## src/rtl/dose_pkg.sv

```systemverilog
// Shared types and constants for the 4-compartment dose scheduler.
package dose_pkg;

  localparam int NUM_COMP        = 4;
  localparam int IDX_W           = 2;
  localparam int TMR_W           = 8;
  localparam int DEF_INTERVAL_W  = 8;
  localparam int DEF_ACK_TIMEOUT = 4;
  localparam int DEF_NOTIFY_LEN  = 2;

  typedef enum logic [1:0] {
    IDLE   = 2'd0,
    ALARM  = 2'd1,
    NOTIFY = 2'd2,
    DONE   = 2'd3
  } state_t;

  function automatic logic [NUM_COMP-1:0] onehot(input logic [IDX_W-1:0] idx);
    onehot = {{(NUM_COMP-1){1'b0}}, 1'b1} << idx;
  endfunction

endpackage

```

## src/rtl/dose_timer.sv

```systemverilog
// Per-compartment free-running interval countdown; strobes due on the tick that expires it.
module dose_timer #(
  parameter int INTERVAL_W = 8
) (
  input  logic                  clk,
  input  logic                  rst,
  input  logic                  tick,
  input  logic                  wr,
  input  logic [INTERVAL_W-1:0] wr_interval,
  output logic                  due
);

  logic [INTERVAL_W-1:0] interval_r;
  logic [INTERVAL_W-1:0] cnt_r;

  // A configuration write on this compartment masks a coincident expiry.
  assign due = tick & ~wr & (interval_r != {INTERVAL_W{1'b0}})
             & (cnt_r <= INTERVAL_W'(1));

  // Interval register and countdown; reload on expiry keeps the period exact.
  always_ff @(posedge clk) begin
    if (rst) begin
      interval_r <= {INTERVAL_W{1'b0}};
      cnt_r      <= {INTERVAL_W{1'b0}};
    end else if (wr) begin
      interval_r <= wr_interval;
      cnt_r      <= wr_interval;
    end else if (tick && (interval_r != {INTERVAL_W{1'b0}})) begin
      cnt_r <= due ? interval_r : (cnt_r - INTERVAL_W'(1));
    end else begin
      cnt_r <= cnt_r;
    end
  end

endmodule

```

## src/rtl/dose_scheduler.sv

```systemverilog
// Dose scheduler: four interval timers, round-robin arbitration of due requests,
// and an alarm / acknowledge / escalate sequencer driving the front panel.
module dose_scheduler
  import dose_pkg::*;
#(
  parameter int INTERVAL_W  = DEF_INTERVAL_W,
  parameter int ACK_TIMEOUT = DEF_ACK_TIMEOUT,
  parameter int NOTIFY_LEN  = DEF_NOTIFY_LEN
) (
  input  logic                  clk,
  input  logic                  rst,
  input  logic                  tick,
  input  logic                  cfg_we,
  input  logic [IDX_W-1:0]      cfg_sel,
  input  logic [INTERVAL_W-1:0] cfg_interval,
  input  logic [NUM_COMP-1:0]   button,
  output logic [NUM_COMP-1:0]   shouldEat,
  output logic [NUM_COMP-1:0]   notify,
  output logic [NUM_COMP-1:0]   overrun,
  output logic                  busy
);

  logic [NUM_COMP-1:0] due_s;
  logic [NUM_COMP-1:0] wr_s;
  logic [NUM_COMP-1:0] clr_s;
  logic [NUM_COMP-1:0] pending_r;
  logic [NUM_COMP-1:0] overrun_r;
  logic [IDX_W-1:0]    ptr_r;
  logic [IDX_W-1:0]    grant_r;
  logic [IDX_W-1:0]    grant_s;
  logic [IDX_W-1:0]    arb_idx_s;
  logic                grant_vld_s;
  logic [TMR_W-1:0]    timer_r;
  state_t              state_r;
  state_t              state_s;
  logic [NUM_COMP-1:0] should_eat_s;
  logic [NUM_COMP-1:0] notify_s;
  logic                busy_s;
  logic [NUM_COMP-1:0] should_eat_r;
  logic [NUM_COMP-1:0] notify_r;
  logic                busy_r;

  for (genvar i = 0; i < NUM_COMP; i++) begin : g_timer
    assign wr_s[i] = cfg_we & (cfg_sel == IDX_W'(i));

    dose_timer #(.INTERVAL_W(INTERVAL_W)) u_timer (
      .clk         (clk),
      .rst         (rst),
      .tick        (tick),
      .wr          (wr_s[i]),
      .wr_interval (cfg_interval),
      .due         (due_s[i])
    );
  end

  // Round-robin search over pending, starting at the pointer; 2-bit index wraps mod 4.
  always_comb begin
    grant_vld_s = 1'b0;
    grant_s     = ptr_r;
    arb_idx_s   = ptr_r;
    for (int k = 0; k < NUM_COMP; k++) begin
      arb_idx_s = ptr_r + IDX_W'(k);
      if (!grant_vld_s && pending_r[arb_idx_s]) begin
        grant_vld_s = 1'b1;
        grant_s     = arb_idx_s;
      end else begin
        grant_vld_s = grant_vld_s;
      end
    end
  end

  assign clr_s = (state_r == IDLE && grant_vld_s) ? onehot(grant_s) : {NUM_COMP{1'b0}};

  // Pending requests and sticky overrun; a served request that comes due again is not an overrun.
  always_ff @(posedge clk) begin
    if (rst) begin
      pending_r <= {NUM_COMP{1'b0}};
      overrun_r <= {NUM_COMP{1'b0}};
    end else begin
      pending_r <= ((pending_r & ~clr_s) | due_s) & ~wr_s;
      overrun_r <= overrun_r | (due_s & pending_r & ~clr_s);
    end
  end

  // State register.
  always_ff @(posedge clk) begin
    if (rst) begin
      state_r <= IDLE;
    end else begin
      state_r <= state_s;
    end
  end

  // Next-state logic; acknowledge takes priority over a coincident timeout.
  always_comb begin
    state_s = state_r;
    case (state_r)
      IDLE: begin
        if (grant_vld_s) state_s = ALARM;
        else             state_s = IDLE;
      end
      ALARM: begin
        if (button[grant_r])                                         state_s = DONE;
        else if (tick && (timer_r == TMR_W'(ACK_TIMEOUT - 1)))       state_s = NOTIFY;
        else                                                         state_s = ALARM;
      end
      NOTIFY: begin
        if (button[grant_r])                                         state_s = DONE;
        else if (tick && (timer_r == TMR_W'(NOTIFY_LEN - 1)))        state_s = DONE;
        else                                                         state_s = NOTIFY;
      end
      DONE:    state_s = IDLE;
      default: state_s = IDLE;
    endcase
  end

  // Grant latch, arbitration pointer and per-state tick counter (cleared on every transition).
  always_ff @(posedge clk) begin
    if (rst) begin
      grant_r <= {IDX_W{1'b0}};
      ptr_r   <= {IDX_W{1'b0}};
      timer_r <= {TMR_W{1'b0}};
    end else begin
      if (state_r == IDLE && grant_vld_s) begin
        grant_r <= grant_s;
        ptr_r   <= grant_s + IDX_W'(1);
      end else begin
        grant_r <= grant_r;
        ptr_r   <= ptr_r;
      end
      if (state_s != state_r) begin
        timer_r <= {TMR_W{1'b0}};
      end else if (tick && (state_r == ALARM || state_r == NOTIFY)) begin
        timer_r <= timer_r + TMR_W'(1);
      end else begin
        timer_r <= timer_r;
      end
    end
  end

  // Output decode from the current state.
  always_comb begin
    should_eat_s = {NUM_COMP{1'b0}};
    notify_s     = {NUM_COMP{1'b0}};
    busy_s       = 1'b0;
    case (state_r)
      IDLE: begin
        busy_s = 1'b0;
      end
      ALARM: begin
        should_eat_s = onehot(grant_r);
        busy_s       = 1'b1;
      end
      NOTIFY: begin
        should_eat_s = onehot(grant_r);
        notify_s     = onehot(grant_r);
        busy_s       = 1'b1;
      end
      DONE: begin
        busy_s = 1'b1;
      end
      default: begin
        busy_s = 1'b0;
      end
    endcase
  end

  // Output registers.
  always_ff @(posedge clk) begin
    if (rst) begin
      should_eat_r <= {NUM_COMP{1'b0}};
      notify_r     <= {NUM_COMP{1'b0}};
      busy_r       <= 1'b0;
    end else begin
      should_eat_r <= should_eat_s;
      notify_r     <= notify_s;
      busy_r       <= busy_s;
    end
  end

  assign shouldEat = should_eat_r;
  assign notify    = notify_r;
  assign overrun   = overrun_r;
  assign busy      = busy_r;

endmodule

```

## config.mk

```make
export PLATFORM = sky130hd
export DESIGN_NAME = dose_scheduler
export DESIGN_NICKNAME = d
export VERILOG_FILES = /design/src/rtl/dose_pkg.sv /design/src/rtl/dose_timer.sv /design/src/rtl/dose_scheduler.sv
export SDC_FILE = /design/constraint.sdc
export NUM_CORES = 1
export LEC_CHECK = 0
export CAP_MARGIN = 20
export CORE_MARGIN = 2
export CORE_UTILIZATION = 50
export CTS_BUF_LIST = sky130_fd_sc_hd__clkbuf_2 sky130_fd_sc_hd__clkbuf_4 sky130_fd_sc_hd__clkbuf_8
export DETAILED_ROUTE_END_ITERATION = 7
export GPL_TIMING_DRIVEN = 0
export PLACE_DENSITY = 0.8
export SYNTH_ARGS = -nofsm -noshare
export SYNTH_HDL_FRONTEND = slang
export SYNTH_SLANG_ARGS = --single-unit
```

## constraint.sdc

```tcl
create_clock -name clk -period 3.1 [get_ports clk]
set_input_delay 0.31 -clock clk [delete_from_list [all_inputs] [get_ports clk]]
set_output_delay 0.31 -clock clk [all_outputs]
set_load 0.02 [all_outputs]
```

### Zoomed window

Window x 36 to 66, y 36 to 66 um. Cells in grey, sequential cells in the stronger grey; small squares are vias.
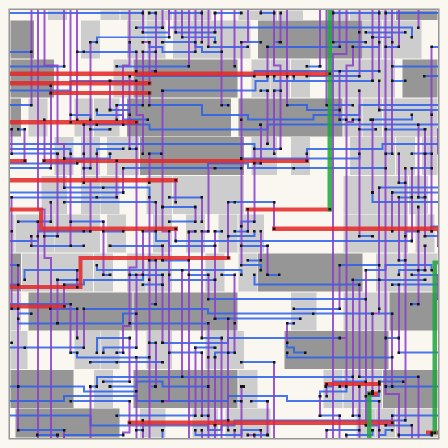
legend:
  met2:
    colour: purple
  met3:
    colour: red
  met4:
    colour: green
  met1:
    colour: blue
most frequent: nand2_1 (19), dfxtp_1 (13)
cells with their middle in the window: 80
sequential cells in the window: 13
netlist names of flops here include: g_timer.u_timer.interval_r (9), g_timer.u_timer.cnt_r (2), pending_r (2)

### Gate-type map

(4 px per um)
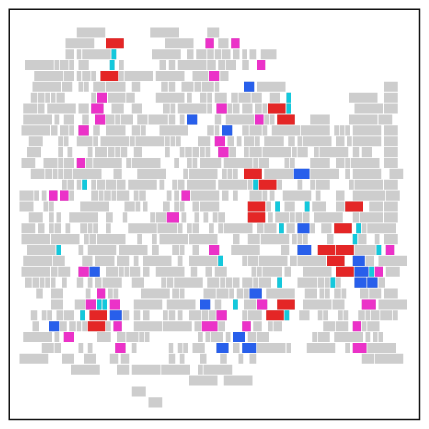
legend:
  AND-OR and OR-AND gates:
    colour: blue
    cells: 18
  AND and OR gates:
    colour: magenta
    cells: 34
  adder and majority cells:
    colour: red
    cells: 18
  inverters:
    colour: cyan
    cells: 22
fin cells: 773
combinational share of cell area: 49.5%

==> results.ini <==
[status]
status=finished, final reports clean

[critical_path]
rr_worst_depth=6
path_max_fanout=8
rr_endpoint=timer_r[1]
required_ns=3.36
critPathLaunchType=flip-flop

[floorplanning]
core_region_area_sq_um=9280
die_x_um=102
tap_cells=129

[logic_synthesis]
syn_area_sq_um=4820
synthFlopType=dfxtp_1
yosysUniqueCellTypes=62
synth_area_per_cell_sq_um=8.04
synth_cells=599

[finish]
nClkBuffers=12
n_all_buffers=59
seq_share_pct=34.8
buf_share_pct=7.72
n_all_inverters=22
area_growth_syn_to_layout_pct=13.4
mostFrequentLayoutCells=106 x nand2_1, 95 x dfxtp_1, 61 x nor2_1, 60 x a21oi_1, 29 x clkdlybuf4s50_1

[global_route]
gr-total-overflow=0
grt_max_degree=16

[timing]
tightestPinTransition_ns=0.774
hold_violations=0

[placed_design]
portBuffers=29
gp_congestion=0.889
dpl.cell_count=757
dp_hpwl_um=8890

[detailed_routing]
totalWireLength_um=12200
met3_length_um=837

[cts]
clkTransAtPathRegs_ns=0.09
clock_latency_ns=0.36
clock_path_buffers=2

[min_path]
min_to=g_timer[3].u_timer.interval_r[0]
hold_start=g_timer[3].u_timer.interval_r[0]
hp-class=reg -> reg

[pwr]
p_per_area_nw_per_um2=594

-- routing by layer --
layer	vias up	track usage, %
met2	177	41.9
met5	-	0
met1	2192	29.6
li1	2235	-
met4	0	12.6
met3	31	4.17
-- logic make-up after synthesis --
kind of cell	after synthesis	synth area share (%)
AND-OR/OR-AND	159	22.2
XOR/XNOR	14	2.54
adder cells (fa/ha/maj)	18	4.67
buffers and inverters	51	4.34
flip-flops	95	39.5
multiplexers	8	2.05
AND/OR/NAND/NOR	254	24.7
-- worst max-delay path by stage --
| stage | from | end | slack, ns | cells past startpoint |
|---|---|---|---|---|
| after floorplan | g_timer[1].u_timer.cnt_r[2] | g_timer[1].u_timer.cnt_r[3] | 0.79 | 8 |
| after global placement | tick | g_timer[2].u_timer.cnt_r[7] | 0.39 | 6 |
| after detailed placement | tick | g_timer[2].u_timer.cnt_r[7] | 0.36 | 6 |
| after CTS | timer_r[0] | timer_r[1] | 0.54 | 6 |
| after global routing | timer_r[0] | timer_r[1] | 0.40 | 6 |
| final | timer_r[0] | timer_r[1] | 0.56 | 6 |
-- sequential cells by signal (all words and copies together), names as in the netlist --
| name | cells |
|---|---|
| busy | 1 |
| g_timer.u_timer.cnt_r | 32 |
| g_timer.u_timer.interval_r | 32 |
| grant_r | 2 |
| notify | 4 |
| overrun | 4 |
| pending_r | 4 |
| ptr_r | 2 |
| shouldEat | 4 |
| state_r | 2 |
| timer_r | 8 |
-- synthesized netlist by cell type, types with 4 or more instances --
master / number / area [sq um]
nand2_1: 106 / 398
dfxtp_1: 95 / 1900
nor2_1: 61 / 229
a21oi_1: 60 / 300
clkbuf_1: 24 / 90.1
inv_1: 22 / 82.6
nor3_1: 19 / 95.1
ha_1: 18 / 225
or4_1: 14 / 105
o211ai_1: 12 / 90.1
o21ai_0: 11 / 55.1
a211oi_1: 9 / 67.6
a31oi_1: 9 / 56.3
nor4_1: 8 / 50.1
xor2_1: 8 / 70.1
a311oi_1: 7 / 61.3
nand2b_1: 7 / 43.8
a221oi_1: 6 / 52.6
nand3_1: 6 / 30.0
nor2b_1: 6 / 37.5
o21a_1: 6 / 45.0
xnor2_1: 6 / 52.6
a2bb2oi_1: 5 / 43.8
and3_1: 5 / 31.3
mux2i_1: 5 / 50.1
o221ai_1: 5 / 43.8
or2_2: 5 / 31.3
nor3b_1: 4 / 30.0
-- critical path: stages (launching register included) --
cell and delay, ns:
dfxtp_1 0.40, ha_1 0.22, or4b_2 0.61, o311a_1 0.38, a2111oi_2 0.34, a41oi_2 0.16
a311oi_1 0.33
-- stage by stage --
stage	hold WS (ns)	power, W	area [sq um]	utilization [%]	setup slack, ns
5_1_grt	0.502	0.00343	5470	58.9	0.401
6_report	0.478	0.00324	5470	58.9	0.562
3_3_place_gp	0.456	0.00243	5270	56.8	0.388
4_1_cts	0.479	0.00325	5460	58.8	0.542
3_5_place_dp	0.464	0.00248	5270	56.8	0.362
2_1_floorplan	0.443	0.00222	4820	-	0.793
-- report_power, final --
part / leakage (nW) / switching (W) / total (W) / internal (W)
Sequential: 0.773 / 0.000110 / 0.00143 / 0.00132
Combinational: 1.10 / 0.000595 / 0.00104 / 0.000445
Clock: 0.0951 / 0.000420 / 0.000778 / 0.000358
Power and IR drop assume default switching activity.
